## config.mk

```make
export PLATFORM = sky130hd
export DESIGN_NAME = hand_round_ctrl
export DESIGN_NICKNAME = d
export VERILOG_FILES = /design/src/rtl/hand_game_pkg.sv /design/src/rtl/hand_judge.sv /design/src/rtl/hand_round_ctrl.sv
export SDC_FILE = /design/constraint.sdc
export NUM_CORES = 1
export LEC_CHECK = 0
export CAP_MARGIN = 10
export CORE_ASPECT_RATIO = 1.1
export CORE_MARGIN = 5
export CORE_UTILIZATION = 30
export CTS_CLUSTER_SIZE = 12
export DETAILED_ROUTE_END_ITERATION = 7
export PLACE_DENSITY = 0.6
export REMOVE_ABC_BUFFERS = 1
export SLEW_MARGIN = 20
export SYNTH_ARGS = -nofsm -noshare
export SYNTH_HDL_FRONTEND = slang
export SYNTH_HIERARCHICAL = 1
export SYNTH_SLANG_ARGS = --single-unit
```

## constraint.sdc

```tcl
create_clock -name clk -period 2.05 [get_ports clk]
set_input_delay 0.205 -clock clk [delete_from_list [all_inputs] [get_ports clk]]
set_output_delay 0.205 -clock clk [all_outputs]
set_load 0.02 [all_outputs]
```

## src/rtl/hand_game_pkg.sv

```systemverilog
// rtl/hand_game_pkg.sv - shared encodings for the hand game round controller
// Holds the controller phase encoding, hand codes and round result codes so
// that display and handed-tracking logic elsewhere decode the same values.
package hand_game_pkg;

    typedef enum logic [3:0] {
        ST_IDLE       = 4'b0000,
        ST_WAIT_HANDS = 4'b0001,
        ST_RESOLVE    = 4'b0010,
        ST_SHOW       = 4'b0011,
        ST_GAME_OVER  = 4'b0100
    } state_t;

    typedef enum logic [1:0] {
        HAND_ROCK     = 2'd0,
        HAND_PAPER    = 2'd1,
        HAND_SCISSORS = 2'd2,
        HAND_ILLEGAL  = 2'd3
    } hand_t;

    typedef enum logic [1:0] {
        RES_DRAW = 2'd0,
        RES_P1   = 2'd1,
        RES_P2   = 2'd2
    } result_t;

    localparam logic [3:0] SCORE_MAX = 4'd15;

    // True when hand a defeats hand b under the standard rules.
    function automatic logic hand_beats(input logic [1:0] a, input logic [1:0] b);
        return (a == HAND_PAPER    && b == HAND_ROCK)  ||
               (a == HAND_SCISSORS && b == HAND_PAPER) ||
               (a == HAND_ROCK     && b == HAND_SCISSORS);
    endfunction

endpackage

```

## src/rtl/hand_judge.sv

```systemverilog
// rtl/hand_judge.sv - combinational round winner decision
// Ports:
//   p1_hand, p2_hand     latched hand codes
//   p1_handed, p2_handed whether each player actually submitted this round
//   result               RES_DRAW / RES_P1 / RES_P2
module hand_judge
    import hand_game_pkg::*;
(
    input  logic [1:0] p1_hand,
    input  logic [1:0] p2_hand,
    input  logic       p1_handed,
    input  logic       p2_handed,
    output logic [1:0] result
);

    always_comb begin
        result = RES_DRAW;
        if (p1_handed && p2_handed) begin
            if (hand_beats(p1_hand, p2_hand)) begin
                result = RES_P1;
            end else if (hand_beats(p2_hand, p1_hand)) begin
                result = RES_P2;
            end
        end else if (p1_handed) begin
            // A player who never showed a hand forfeits the round.
            result = RES_P1;
        end else if (p2_handed) begin
            result = RES_P2;
        end
    end

endmodule

```

## src/rtl/hand_round_ctrl.sv

```systemverilog
// rtl/hand_round_ctrl.sv - two-player hand game round and score controller
// Ports:
//   clk, reset             clock, synchronous active-high reset
//   start                  begin a round (IDLE) or a new game (GAME_OVER)
//   p1_valid/p2_valid      hand submission strobes, p1_hand/p2_hand codes
//   state                  controller phase (hand_game_pkg::state_t)
//   p1_handed/p2_handed    hand latched for the current round
//   result                 last round result, p1_score/p2_score rounds won
//   round_done             high for the single RESOLVE cycle
//   game_over              high while in GAME_OVER
module hand_round_ctrl
    import hand_game_pkg::*;
#(
    parameter int unsigned TIMEOUT_CYCLES = 255,
    parameter int unsigned SHOW_CYCLES    = 4,
    parameter int unsigned WIN_SCORE      = 3
) (
    input  logic       clk,
    input  logic       reset,
    input  logic       start,
    input  logic       p1_valid,
    input  logic       p2_valid,
    input  logic [1:0] p1_hand,
    input  logic [1:0] p2_hand,
    output logic [3:0] state,
    output logic       p1_handed,
    output logic       p2_handed,
    output logic [1:0] result,
    output logic [3:0] p1_score,
    output logic [3:0] p2_score,
    output logic       round_done,
    output logic       game_over
);

    localparam logic [7:0] TIMEOUT_LAST = 8'(TIMEOUT_CYCLES - 1);
    localparam logic [3:0] SHOW_LAST    = 4'(SHOW_CYCLES - 1);
    localparam logic [3:0] WIN          = 4'(WIN_SCORE);

    state_t     state_q;
    state_t     state_d;
    logic [7:0] wait_cnt;
    logic [3:0] show_cnt;
    logic [1:0] p1_hand_q;
    logic [1:0] p2_hand_q;
    logic [1:0] judge_result;
    logic       score_hit;

    hand_judge u_judge (
        .p1_hand   (p1_hand_q),
        .p2_hand   (p2_hand_q),
        .p1_handed (p1_handed),
        .p2_handed (p2_handed),
        .result    (judge_result)
    );

    assign score_hit = (p1_score >= WIN) || (p2_score >= WIN);

    always_ff @(posedge clk) begin
        if (reset) begin
            state_q <= ST_IDLE;
        end else begin
            state_q <= state_d;
        end
    end

    always_comb begin
        state_d = state_q;
        case (state_q)
            ST_IDLE: begin
                if (start) state_d = ST_WAIT_HANDS;
            end
            ST_WAIT_HANDS: begin
                if ((p1_handed && p2_handed) || (wait_cnt == TIMEOUT_LAST)) begin
                    state_d = ST_RESOLVE;
                end
            end
            ST_RESOLVE: begin
                state_d = ST_SHOW;
            end
            ST_SHOW: begin
                // Scores were updated in RESOLVE, so they are final here.
                if (show_cnt == SHOW_LAST) begin
                    state_d = score_hit ? ST_GAME_OVER : ST_IDLE;
                end
            end
            ST_GAME_OVER: begin
                if (start) state_d = ST_IDLE;
            end
            default: state_d = ST_IDLE;
        endcase
    end

    always_ff @(posedge clk) begin
        if (reset) begin
            wait_cnt  <= '0;
            show_cnt  <= '0;
            p1_hand_q <= '0;
            p2_hand_q <= '0;
            p1_handed <= 1'b0;
            p2_handed <= 1'b0;
            result    <= RES_DRAW;
            p1_score  <= '0;
            p2_score  <= '0;
        end else begin
            case (state_q)
                ST_IDLE: begin
                    if (start) begin
                        wait_cnt  <= '0;
                        p1_handed <= 1'b0;
                        p2_handed <= 1'b0;
                    end
                end
                ST_WAIT_HANDS: begin
                    if (wait_cnt != TIMEOUT_LAST) wait_cnt <= wait_cnt + 8'd1;
                    if (p1_valid && !p1_handed && p1_hand != HAND_ILLEGAL) begin
                        p1_hand_q <= p1_hand;
                        p1_handed <= 1'b1;
                    end
                    if (p2_valid && !p2_handed && p2_hand != HAND_ILLEGAL) begin
                        p2_hand_q <= p2_hand;
                        p2_handed <= 1'b1;
                    end
                end
                ST_RESOLVE: begin
                    result   <= judge_result;
                    show_cnt <= '0;
                    if (judge_result == RES_P1 && p1_score != SCORE_MAX) p1_score <= p1_score + 4'd1;
                    if (judge_result == RES_P2 && p2_score != SCORE_MAX) p2_score <= p2_score + 4'd1;
                end
                ST_SHOW: begin
                    if (show_cnt != SHOW_LAST) begin
                        show_cnt <= show_cnt + 4'd1;
                    end else if (!score_hit) begin
                        // Flags stay visible in GAME_OVER, cleared only for a new round.
                        p1_handed <= 1'b0;
                        p2_handed <= 1'b0;
                    end
                end
                ST_GAME_OVER: begin
                    if (start) begin
                        p1_score <= '0;
                        p2_score <= '0;
                        result   <= RES_DRAW;
                    end
                end
                default: ;
            endcase
        end
    end

    assign state      = state_q;
    assign round_done = (state_q == ST_RESOLVE);
    assign game_over  = (state_q == ST_GAME_OVER);

endmodule

```

==> flow_metrics.rpt <==
RUN METRICS
----------------------------------------------------
[Logic synthesis]
  Number of distinct library cells after synthesis ........................ 50
  Area share of the leading cell type in the synthesized netlist ........................ 37.3%
  Area fraction in and, or, nand and nor cells ........................ 30.7%
  Share of synthesized area occupied by flip-flops and latches ........................ between 30 and 40%
  Synth area leader ........................ sky130_fd_sc_hd__dfxtp_1
  Synth async-reset ratio ........................ 0%
  Adder-Cell Fraction of Synth Area ........................ 3.76%
  Number of instances in the synthesized netlist ........................ 193
  Compound-cell area share of the yosys netlist ........................ 14.3%
  Summed instance area of the synthesized netlist ........................ 1670 µm²
  Logic family by area ........................ simple AND/OR/NAND/NOR gates
  Most common cell in the synthesized netlist ........................ sky130_fd_sc_hd__dfxtp_1
  Number of cells in Yosys stat ........................ a little under 200

[Power]
  Highest-power group ........................ registers
  Comb pwr ........................ ~210 µW
  Total power draw ........................ 1.38 mW
  VDD IR max ........................ roughly 280 µV
  Reported leakage power ........................ 0.812 nW
  Switching part of the total ........................ 25.6%
  Part of the power in registers ........................ roughly 47%
  Clock-net power ........................ 526 µW

[Drt]
  Number of detailed-routing iterations run before antenna repair ........................ 4
  Avg WL per Cell ........................ 13.2 µm
  Vias after detailed routing ........................ 1502
  Final WL ........................ 3.95 mm
  Met1 Wirelength ........................ slightly below 2 mm
  Final antenna-violating net count ........................ 0
  Top metal layer carrying routed signals ........................ met4
  Met3 WL ........................ roughly 170 µm

[Finish]
  Syn-to-layout area delta ........................ 29.3%
  Top register by number of flip-flops ........................ wait_cnt
  Post-layout util ........................ around two fifths
  Post-layout instance area ........................ 2150 µm²
  Flip-flop count of the largest register after layout ........................ 8

[CTS]
  Clock latency reported for the late side of the worst-skew pair ........................ approximately 0.28 ns
  Resized Gates After CTS ........................ 0
  Cts bufs inserted ........................ 5
  Cts hold-fix bufs ........................ 0
  Number of sinks on the clock net ........................ 31
  Clock tree from TritonCTS ........................ done
  Clk pin slew, worst setup/hold paths ........................ roughly 0.06 ns
  Clock Path Buffers ........................ 2

[Critical path]
  Cell family contributing the most delay on the critical path ........................ buffers and inverters
  Origin of the critical flop-to-flop path ........................ wait_cnt[0]
  RR Endpoint ........................ wait_cnt[6]
  Startpoint kind of the worst setup timing path ........................ flip-flop
  Length in cells of the worst reg-to-reg path ........................ 6
  CP endpoint ........................ game_over
  Library cell contributing the largest single delay on the critical path ........................ sky130_fd_sc_hd__clkdlybuf4s50_1
  Worst EP arrival ........................ roughly 1.7 ns
  Slowest stage delay, CP ........................ 0.65 ns
  Buf+Inv Stages, Crit Path ........................ 1
  Required time of the critical path ........................ 1.85 ns

[Placement]
  Post-place instance area ........................ 2030 µm²
  Detailed-placement wirelength estimate ........................ around 2.9 mm
  Final Wtd Congestion ........................ 0.846
  Port Buffer Count ........................ 25

[Final timing]
  Slew HR ........................ 63.5%
  Skew final ........................ ~0.0028 ns
  Max Fclk ........................ 524 MHz
  Period utilization ........................ between 90% and 100%
  Setup-violating endpoint count in the final report ........................ 0
  Worst Max-Slew Pin Slew ........................ between 0.5 and 0.6 ns

[GRT]
  GRT Residual Overflow ........................ 0
  Vias in the first global route ........................ approximately 1400
  Global router's overall resource usage ........................ 12.0%
  Most used routing layer in global routing ........................ met2
  Global-route wire length before repair ........................ about 6.7 mm
  Global Route met1 Usage ........................ 16.7%

[Status]
  Result of the run ........................ finished, final reports clean

[Worst hold path]
  Type of the worst min-delay path ........................ reg2reg
  Hold Crit Depth ........................ 2

[Floorplan]
  Core footprint ........................ 5400 µm²
  Y dimension of the die ........................ 88.1 µm
  I/O pin cnt ........................ 27
  Area of the die ........................ 7140 µm²

----------------------------------------------------
final cells by class:
class / instances / area [µm²]
clock buffers: 8 / 100
fillers: 569 / 3240
inverters: 5 / 18.8
multi-input cells: 145 / 983
flip-flops and latches: 31 / 622
well taps: 75 / 93.8
repair buffers: 36 / 335
worst register-to-register path, stage by stage, from the launching register on:
cell and delay (ns):
sky130_fd_sc_hd__dfxtp_1 0.37, sky130_fd_sc_hd__inv_1 0.08, sky130_fd_sc_hd__ha_1 0.21, sky130_fd_sc_hd__and3_1 0.23, sky130_fd_sc_hd__and3_2 0.31, sky130_fd_sc_hd__or4_1 0.49, sky130_fd_sc_hd__a21oi_1 0.15
detail.png
The bar under the picture is 10 µm long. Region (8, 10) to (33, 35) µm. Cells in grey, sequential cells in the stronger grey; small squares are vias.
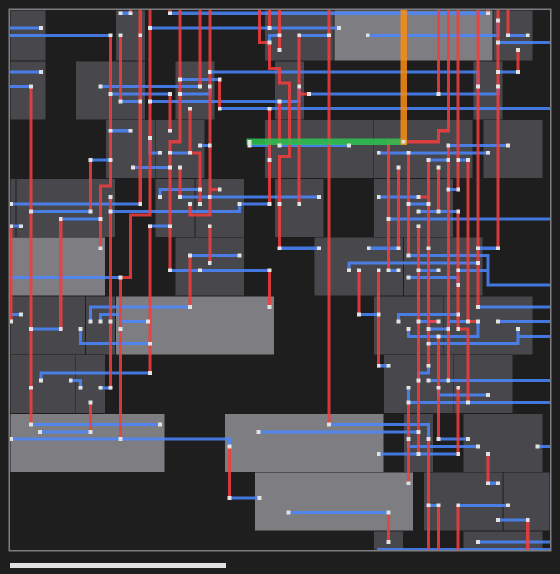
Blue stands for metal 1. Orange stands for metal 4. Red stands for metal 2. Green stands for metal 3.
38 logic cells have their middle in the window. Sequential cells in the window: 6. Most frequent: dfxtp_1 (6), nor2_1 (4), xor2_1 (3). Netlist names of flops here include p1_score (3), p1_hand_q (2).

io_fan.png
The bar under the picture is 20 µm long.
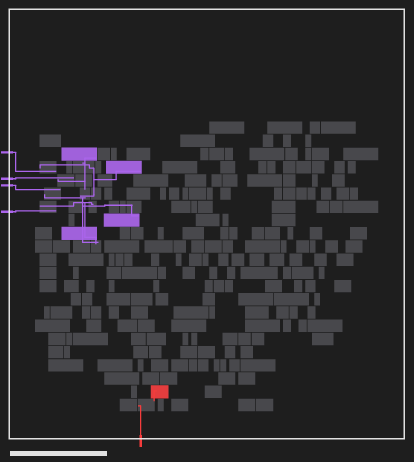
Purple stands for p2_score, direction output, end cells 4, buffers 4, wire 151 µm. Red stands for p1_valid, direction input, end cells 1, buffers 1, wire 9.30 µm.

flops_by_reg.png
The bar under the picture is 20 µm long. Other sequential cells in the stronger grey, the rest of the logic in the fainter grey.
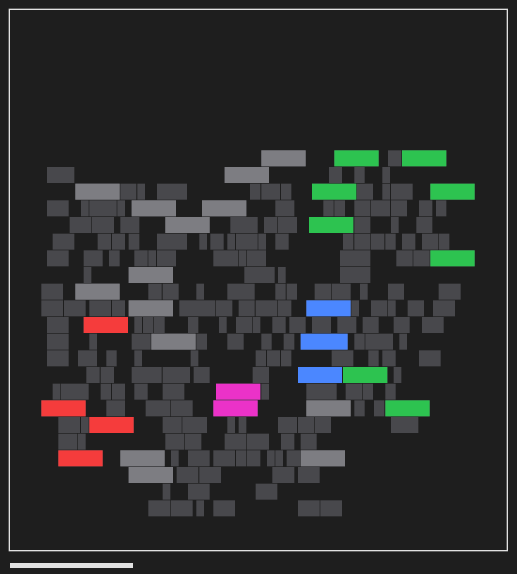
Green stands for wait_cnt, flops 8. Red stands for p1_score, flops 4, where lower left. Magenta stands for p2_hand_q, flops 2. Blue stands for state, flops 3.
Another 14 sequential cells are not coloured.

logic_types.png
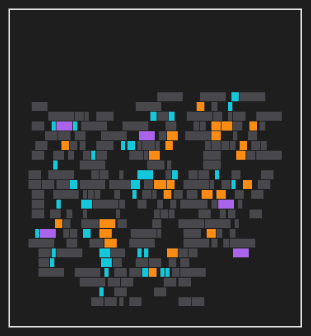
Purple stands for adder and majority cells, cells 5. Orange stands for AND and OR gates, cells 24. Cyan stands for NOR gates, cells 32.

Power and IR drop assume default switching activity.
